[src/rtl/irq_pkg.sv]
// Shared definitions for the interrupt dispatcher: default source count,
// ID width and the dispatcher state encoding.
package irq_pkg;

  localparam int NUM_INT_PORTS = 8;
  localparam int IW            = $clog2(NUM_INT_PORTS);

  typedef enum logic [1:0] {
    IDLE    = 2'd0,
    PRESENT = 2'd1,
    SERVICE = 2'd2
  } irq_disp_state_t;

endpackage

[src/rtl/irq_dispatcher_if.sv]
// Bus between the arbiter/core side and the dispatcher. The master side
// drives interrupt pulses and CPU handshakes; the slave side (the
// dispatcher) returns the presented/in-service IDs and queue status.
interface irq_dispatcher_if #(
  parameter int NUM_INT_PORTS = 8,
  parameter int FIFO_DEPTH    = 4
);

  localparam int IW = $clog2(NUM_INT_PORTS);
  localparam int CW = $clog2(FIFO_DEPTH) + 1;

  logic          irq_vld;
  logic [IW-1:0] irq_id;
  logic          cpu_irq;
  logic [IW-1:0] cpu_irq_id;
  logic          cpu_ack;
  logic          cpu_eoi;
  logic [IW-1:0] in_svc_id;
  logic [CW-1:0] fifo_cnt;
  logic          ovf;
  logic          ovf_clr;

  modport master (
    output irq_vld, irq_id, cpu_ack, cpu_eoi, ovf_clr,
    input  cpu_irq, cpu_irq_id, in_svc_id, fifo_cnt, ovf
  );

  modport slave (
    input  irq_vld, irq_id, cpu_ack, cpu_eoi, ovf_clr,
    output cpu_irq, cpu_irq_id, in_svc_id, fifo_cnt, ovf
  );

endinterface

[src/rtl/irq_fifo.sv]
// Small FIFO for queued interrupt IDs. A push while full is dropped unless a
// pop happens in the same cycle, in which case both are accepted. DEPTH must
// be a power of two so the pointers wrap naturally.
module irq_fifo #(
  parameter int WIDTH = 3,
  parameter int DEPTH = 4
) (
  input  logic                   clk,
  input  logic                   rst,
  input  logic                   push,
  input  logic                   pop,
  input  logic [WIDTH-1:0]       wr_data,
  output logic [WIDTH-1:0]       rd_data,
  output logic                   full,
  output logic                   empty,
  output logic [$clog2(DEPTH):0] count
);

  localparam int AW = $clog2(DEPTH);

  logic [WIDTH-1:0] mem [DEPTH];
  logic [AW-1:0]    wr_ptr_reg;
  logic [AW-1:0]    rd_ptr_reg;
  logic [AW:0]      count_reg;
  logic             do_push;
  logic             do_pop;

  assign full    = (count_reg == (AW + 1)'(DEPTH));
  assign empty   = (count_reg == '0);
  assign do_pop  = pop && !empty;
  // A full queue still accepts a push when the head leaves in the same cycle.
  assign do_push = push && (!full || do_pop);

  assign rd_data = mem[rd_ptr_reg];
  assign count   = count_reg;

  // Storage write; contents are don't-care after reset.
  always_ff @(posedge clk) begin
    if (do_push) begin
      mem[wr_ptr_reg] <= wr_data;
    end
  end

  // Pointer and occupancy tracking.
  always_ff @(posedge clk) begin
    if (rst) begin
      wr_ptr_reg <= '0;
      rd_ptr_reg <= '0;
      count_reg  <= '0;
    end else begin
      if (do_push) wr_ptr_reg <= wr_ptr_reg + 1'b1;
      if (do_pop)  rd_ptr_reg <= rd_ptr_reg + 1'b1;
      case ({do_push, do_pop})
        2'b10:   count_reg <= count_reg + 1'b1;
        2'b01:   count_reg <= count_reg - 1'b1;
        default: count_reg <= count_reg;
      endcase
    end
  end

endmodule

[src/rtl/irq_dispatcher.sv]
// Interrupt dispatcher: queues granted interrupt IDs, presents the oldest to
// the core, tracks the one in service until EOI, and flags dropped pulses.
module irq_dispatcher
  import irq_pkg::*;
#(
  parameter int NUM_INT_PORTS = irq_pkg::NUM_INT_PORTS,
  parameter int FIFO_DEPTH    = 4
) (
  input  logic              clk,
  input  logic              rst,
  irq_dispatcher_if.slave   bus
);

  localparam int ID_W = $clog2(NUM_INT_PORTS);
  localparam int CW   = $clog2(FIFO_DEPTH) + 1;

  irq_disp_state_t state_reg, state_next;
  logic            cpu_irq_reg, cpu_irq_next;
  logic [ID_W-1:0] cpu_irq_id_reg, cpu_irq_id_next;
  logic [ID_W-1:0] in_svc_id_reg, in_svc_id_next;
  logic            ovf_reg;

  logic            fifo_pop;
  logic            fifo_full;
  logic            fifo_empty;
  logic [ID_W-1:0] fifo_head;
  logic [CW-1:0]   fifo_cnt;
  logic            overflow;

  // Only an ACK while presenting consumes the head entry.
  assign fifo_pop = (state_reg == PRESENT) && bus.cpu_ack;
  assign overflow = bus.irq_vld && fifo_full && !fifo_pop;

  irq_fifo #(
    .WIDTH (ID_W),
    .DEPTH (FIFO_DEPTH)
  ) u_fifo (
    .clk     (clk),
    .rst     (rst),
    .push    (bus.irq_vld),
    .pop     (fifo_pop),
    .wr_data (bus.irq_id),
    .rd_data (fifo_head),
    .full    (fifo_full),
    .empty   (fifo_empty),
    .count   (fifo_cnt)
  );

  // State register and registered outputs.
  always_ff @(posedge clk) begin
    if (rst) begin
      state_reg      <= IDLE;
      cpu_irq_reg    <= 1'b0;
      cpu_irq_id_reg <= '0;
      in_svc_id_reg  <= '0;
    end else begin
      state_reg      <= state_next;
      cpu_irq_reg    <= cpu_irq_next;
      cpu_irq_id_reg <= cpu_irq_id_next;
      in_svc_id_reg  <= in_svc_id_next;
    end
  end

  // Next state and next output values; outputs follow the state being entered.
  always_comb begin
    state_next      = state_reg;
    in_svc_id_next  = in_svc_id_reg;
    cpu_irq_next    = 1'b0;
    cpu_irq_id_next = '0;
    case (state_reg)
      IDLE: begin
        if (!fifo_empty) state_next = PRESENT;
      end
      PRESENT: begin
        if (bus.cpu_ack) begin
          state_next     = SERVICE;
          in_svc_id_next = cpu_irq_id_reg;
        end
      end
      SERVICE: begin
        if (bus.cpu_eoi) begin
          state_next     = IDLE;
          in_svc_id_next = '0;
        end
      end
      default: begin
        state_next     = IDLE;
        in_svc_id_next = '0;
      end
    endcase
    // The head is stable while presenting because only an ACK pops it.
    if (state_next == PRESENT) begin
      cpu_irq_next    = 1'b1;
      cpu_irq_id_next = fifo_head;
    end
  end

  // Sticky overflow flag; a drop in the same cycle as a clear keeps it set.
  always_ff @(posedge clk) begin
    if (rst) begin
      ovf_reg <= 1'b0;
    end else if (overflow) begin
      ovf_reg <= 1'b1;
    end else if (bus.ovf_clr) begin
      ovf_reg <= 1'b0;
    end
  end

  assign bus.cpu_irq    = cpu_irq_reg;
  assign bus.cpu_irq_id = cpu_irq_id_reg;
  assign bus.in_svc_id  = in_svc_id_reg;
  assign bus.fifo_cnt   = fifo_cnt;
  assign bus.ovf        = ovf_reg;

endmodule

[src/flat_wrapper.sv]
// flat-port wrapper written by rule: the top's interface ports become plain ports
module irq_dispatcher_flat import irq_pkg::*;
#(
  parameter int NUM_INT_PORTS = irq_pkg::NUM_INT_PORTS,
  parameter int FIFO_DEPTH    = 4
)
  (clk, rst, bus_irq_vld, bus_irq_id, bus_cpu_ack, bus_cpu_eoi, bus_ovf_clr, bus_cpu_irq, bus_cpu_irq_id, bus_in_svc_id, bus_fifo_cnt, bus_ovf);
  irq_dispatcher_if #(.NUM_INT_PORTS(NUM_INT_PORTS), .FIFO_DEPTH(FIFO_DEPTH)) bus_i ();
  input  logic clk;
  input  logic rst;
  input wire logic [$bits(bus_i.irq_vld)-1:0] bus_irq_vld;
  input wire logic [$bits(bus_i.irq_id)-1:0] bus_irq_id;
  input wire logic [$bits(bus_i.cpu_ack)-1:0] bus_cpu_ack;
  input wire logic [$bits(bus_i.cpu_eoi)-1:0] bus_cpu_eoi;
  input wire logic [$bits(bus_i.ovf_clr)-1:0] bus_ovf_clr;
  output wire logic [$bits(bus_i.cpu_irq)-1:0] bus_cpu_irq;
  output wire logic [$bits(bus_i.cpu_irq_id)-1:0] bus_cpu_irq_id;
  output wire logic [$bits(bus_i.in_svc_id)-1:0] bus_in_svc_id;
  output wire logic [$bits(bus_i.fifo_cnt)-1:0] bus_fifo_cnt;
  output wire logic [$bits(bus_i.ovf)-1:0] bus_ovf;
  assign bus_i.irq_vld = bus_irq_vld;
  assign bus_i.irq_id = bus_irq_id;
  assign bus_i.cpu_ack = bus_cpu_ack;
  assign bus_i.cpu_eoi = bus_cpu_eoi;
  assign bus_i.ovf_clr = bus_ovf_clr;
  assign bus_cpu_irq = bus_i.cpu_irq;
  assign bus_cpu_irq_id = bus_i.cpu_irq_id;
  assign bus_in_svc_id = bus_i.in_svc_id;
  assign bus_fifo_cnt = bus_i.fifo_cnt;
  assign bus_ovf = bus_i.ovf;
  irq_dispatcher #(.NUM_INT_PORTS(NUM_INT_PORTS), .FIFO_DEPTH(FIFO_DEPTH)) u_core (.clk(clk), .rst(rst), .bus(bus_i));
endmodule
[config.mk]
export PLATFORM = sky130hd
export DESIGN_NAME = irq_dispatcher_flat
export DESIGN_NICKNAME = d
export VERILOG_FILES = /design/src/rtl/irq_pkg.sv /design/src/rtl/irq_dispatcher_if.sv /design/src/rtl/irq_fifo.sv /design/src/rtl/irq_dispatcher.sv /design/src/flat_wrapper.sv
export SDC_FILE = /design/constraint.sdc
export NUM_CORES = 1
export LEC_CHECK = 0
export CAP_MARGIN = 5
export CORE_MARGIN = 5
export CORE_UTILIZATION = 33
export DETAILED_ROUTE_END_ITERATION = 6
export GPL_TIMING_DRIVEN = 1
export HOLD_SLACK_MARGIN = 0.02
export PLACE_DENSITY = 0.63
export REMOVE_ABC_BUFFERS = 1
export SYNTH_ARGS = -nofsm -noshare
export SYNTH_HDL_FRONTEND = slang
export SYNTH_SLANG_ARGS = --single-unit
[constraint.sdc]
create_clock -name clk -period 3.1 [get_ports clk]
set_clock_uncertainty 0.2 [all_clocks]
set_input_delay 0.31 -clock clk [delete_from_list [all_inputs] [get_ports clk]]
set_output_delay 0.31 -clock clk [all_outputs]
set_load 0.1 [all_outputs]
**Run 1: cell outlines without signal wires**

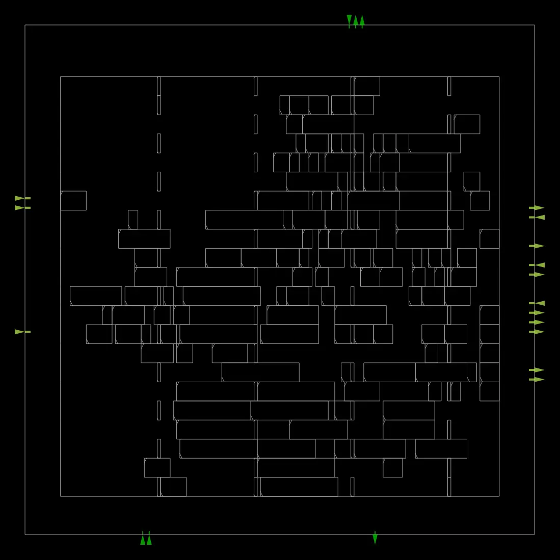
area of the core region: 3744 sq um
number of standard-cell rows in the floorplan: 22
number of filler cells placed in the layout: 379

**Run 1: wires at chosen ports, followed through buffers**

Drawn at 6 px/micron.
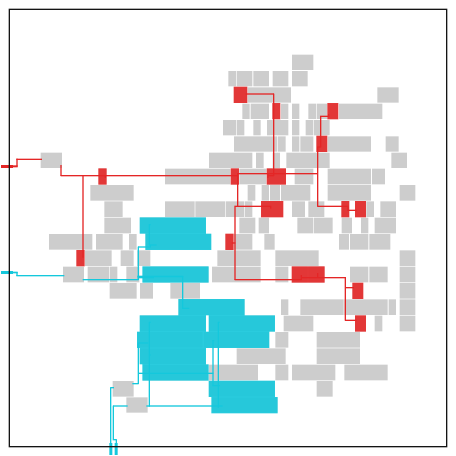
port	color	direction	edge	end cells	buffers	wire
bus_irq_id	cyan	input	2 bottom, 1 left	12	3	138 microns
rst	red	input	left	16	1	163 microns
count of port buffers added during placement: 19
count of boundary I/O pins: 20

**Run 1: cell classes on the final placement**

Drawn at 4 px/micron.
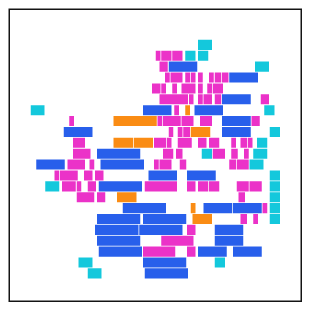
class	color	cells	share of their area
combinational and other logic	magenta	80	36%
sequential cells	blue	29	46%
clock drivers and dummy loads	orange	8	6.9%
remaining buffers and delay cells	cyan	20	11%

==> Slide: Implementation Results, run 1 <==
Synthesis and Place & Route Summary

Status
  – Result of the run: complete, no violations

Final timing
  – Max transition margin: 0.6090
  – Time the final worst path needs with I/O delays and setup: 2.390 ns
  – Count of final hold-check violations: 0
  – Setup repair after global routing missed its margin: no
  – Slew at the pin with the worst max-slew slack: 0.5846 ns

Synthesis
  – Fraction of the yosys area taken by sequential cells: 0.5411
  – Share of Yosys cell area claimed by the top area cell type: 0.2783
  – Flip-flops with a built-in enable: 12
  – Top_reg_cell synth: sky130_fd_sc_hd__dfxtp_1
  – Fraction of synthesized area in multiplexers: 0.06763
  – Yosys stat area: 1295 sq um
  – Number of cells in the yosys synthesis report: 114
  – Cells after Synth: 114

Global route
  – Largest net degree at the start of global routing: 17
  – Fraction of met3 tracks used by global routing: 0.03581
  – Gr usage total: 0.1028
  – Gr ovfl total: 0
  – Number of global-route vias before repair: 887

Setup path
  – Crit path arrival time: 2.36 ns
  – Category of the worst setup path capture point: register
  – Slowest CP cell: sky130_fd_sc_hd__clkdlybuf4s50_1

CTS
  – Number of buffers between clock root and the deepest sink: 2
  – H-tree levels: 2
  – Post-CTS Setup Inserts: 0
  – Clock tree root buffer cell: sky130_fd_sc_hd__clkbuf_8

Power and ir drop
  – Static leakage: 0.0005726 uW
  – Total internal power: 721.6 uW
  – Clock net power: 365 uW
  – Reported combinational group power: 195 uW

Detailed routing
  – Topmost layer with routed signal wires: met4
  – Met2 layer wire length in the routed design: 1.190 mm
  – Detailed-route wire length per cell: 12.93 microns

Worst hold path
  – Startpoint of the tightest hold check path: u_core.bus.in_svc_id[0]
  – Classification of the worst-slack hold path: register to register

Layout
  – Inverters excl. clock: 5
  – Largest Register: u_core.u_fifo.mem
  – Count of clock buffers in the final design: 6
  – Final-layout non-clock buffer area share: 0.1067

Die
  – DIE WIDTH: 72.65 microns
run 1: Yosys cell counts (all sizes together) (2+ instances only):
| master | n |
|---|---|
| dfxtp | 17 |
| nor2 | 14 |
| edfxtp | 12 |
| nand2 | 8 |
| a21oi | 7 |
| and2 | 7 |
| inv | 5 |
| buf | 4 |
| ha | 4 |
| mux4 | 3 |
| nand4b | 3 |
| nor3b | 3 |
| xnor2 | 3 |
| a31oi | 2 |
| mux2i | 2 |
| nor3 | 2 |
| o21ai | 2 |
run 1: stage by stage:
step	power, uW	instances	hold WS, ns	setup WS [ns]
after detailed placement	652.0	177	0.2488	0.4582
after global routing	1066	185	0.2841	0.6234
after CTS	1021	185	0.2568	0.7321
after floorplan	595.6	109	0.1791	0.2865
final	1009	185	0.2551	0.7100
after global placement	646.8	177	0.2445	0.5121
## Run 2: what changed since run 1
clock period = 2.41 ns   (was 3.1 ns; I/O delays follow)
**Run 2: register map, names as in the netlist**

Drawn at 4 px/micron.
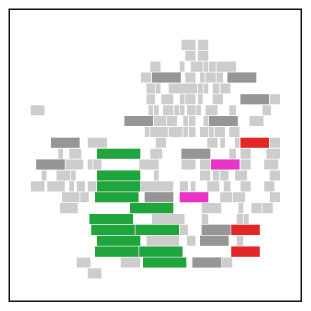
signal	color	sequential cells
u_core.u_fifo.mem	green	12
u_core.bus.in_svc_id	red	3
u_core.state_reg	magenta	2
not colored	12

**Run 2: cell classes on the final placement**

Drawn at 4 px/micron.
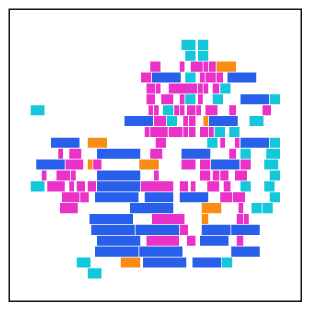
class	color	cells	share of their area
sequential cells	blue	29	44%
combinational and other logic	magenta	80	35%
clock drivers and dummy loads	orange	8	5.1%
remaining buffers and delay cells	cyan	30	15%
total non-filler cell area in the finished layout: 1645 sq um
final standard cell utilization of the core: 0.4395
sequential fraction of total cell area: 0.4259

==> run 2 against run 1 <==
Net effect:
- first-iteration DRC count is 46% lower
- cell count is 5.4% higher
- flip-flop count stayed put
- clock power hardly changed
- worst hold slack worse by 0.0043 ns
- count of clock-buffer cells in the layout is 1 lower
- area after synthesis stayed put
- critical path type unchanged
- largest cell class unchanged
==> Slide: Implementation Results, run 2 <==
Synthesis and Place & Route Summary

Power and ir drop
  – Reported combinational group power: 285 uW (+46%)
  – Total internal power: 835.5 uW (+16%)
  – Power Total: 1212 uW (+20%)

Setup path
  – Crit path arrival time: 2.23 ns (-0.13 ns)
  – Slowest CP cell: sky130_fd_sc_hd__or4b_1

Die
  – Area of the core region: 3744 sq um (unchanged)
  – Count of boundary I/O pins: 20 (unchanged)
  – Number of standard-cell rows in the floorplan: 22 (unchanged)

CTS
  – Clock tree root buffer cell: sky130_fd_sc_hd__clkbuf_8
  – Number of buffers between clock root and the deepest sink: 2 (unchanged)
  – H-tree levels: 2 (unchanged)

Synthesis
  – Number of cells in the yosys synthesis report: 114 (unchanged)
  – Share of Yosys cell area claimed by the top area cell type: 0.2783 (unchanged)
  – Top_reg_cell synth: sky130_fd_sc_hd__dfxtp_1

Global route
  – Gr usage total: 0.1028 (about the same)

Final timing
  – Setup repair after global routing missed its margin: no
  – Setup WS post-layout: 0.1735 ns (-0.5365 ns)
  – Time the final worst path needs with I/O delays and setup: 2.236 ns

Status
  – Result of the run: complete, no violations

Placement
  – Cell total after placement: 187 (+5.6%)
  – Count of port buffers added during placement: 19 (unchanged)

Layout
  – Number of filler cells placed in the layout: 369 (-2.6%)
  – Largest Register: u_core.u_fifo.mem

Worst hold path
  – Startpoint of the tightest hold check path: u_core.bus.in_svc_id[1]
**Run 2: clock distribution**

Drawn at 4 px/micron.
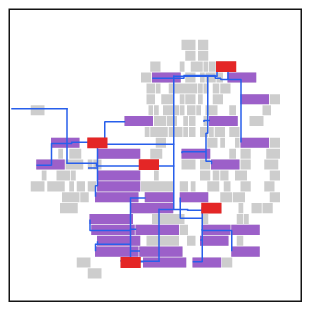
[clock drivers] red | count: 5
[clock wires] blue | length: 371 microns
[flip-flops] purple | count: 29
routed clock nets	6
Clock net power: 363 uW
clock network power share: 0.300
Clock Latency Late Sink: 0.28 ns

## run 2: netlist changes by cell type in the layout (fill, tap and decap cells not counted), sizes merged
cell | previous run | this run
buf | 12 | 22
bufinv | 1 | 0
clkbuf | 6 | 5
clkinv | 1 | 3
## run 2: area by class of cell
cell class	instances	share of cell area
Clock inverter	3	0.007605
Tap cell	48	0.03650
Timing Repair Buffer	30	0.1490
Clock buffer	5	0.04183
Inverter	5	0.01141
Multi-Input combinational cell	75	0.3278
Sequential cell	29	0.4259
## run 2: per-layer routing
metal / routed length (microns) / global-route usage / vias up / part of all wire
met3: 201 / 0.04959 / 10 / 0.084
met2: 1100 / 0.1593 / 33 / 0.46
li1: - / - / 463 / -
met1: 1015 / 0.1145 / 450 / 0.43
met4: 65 / 0.05943 / 0 / 0.027
met5: 0 / 0 / - / 0
Power figures rest on the tool's default switching activity, not on a simulated workload.
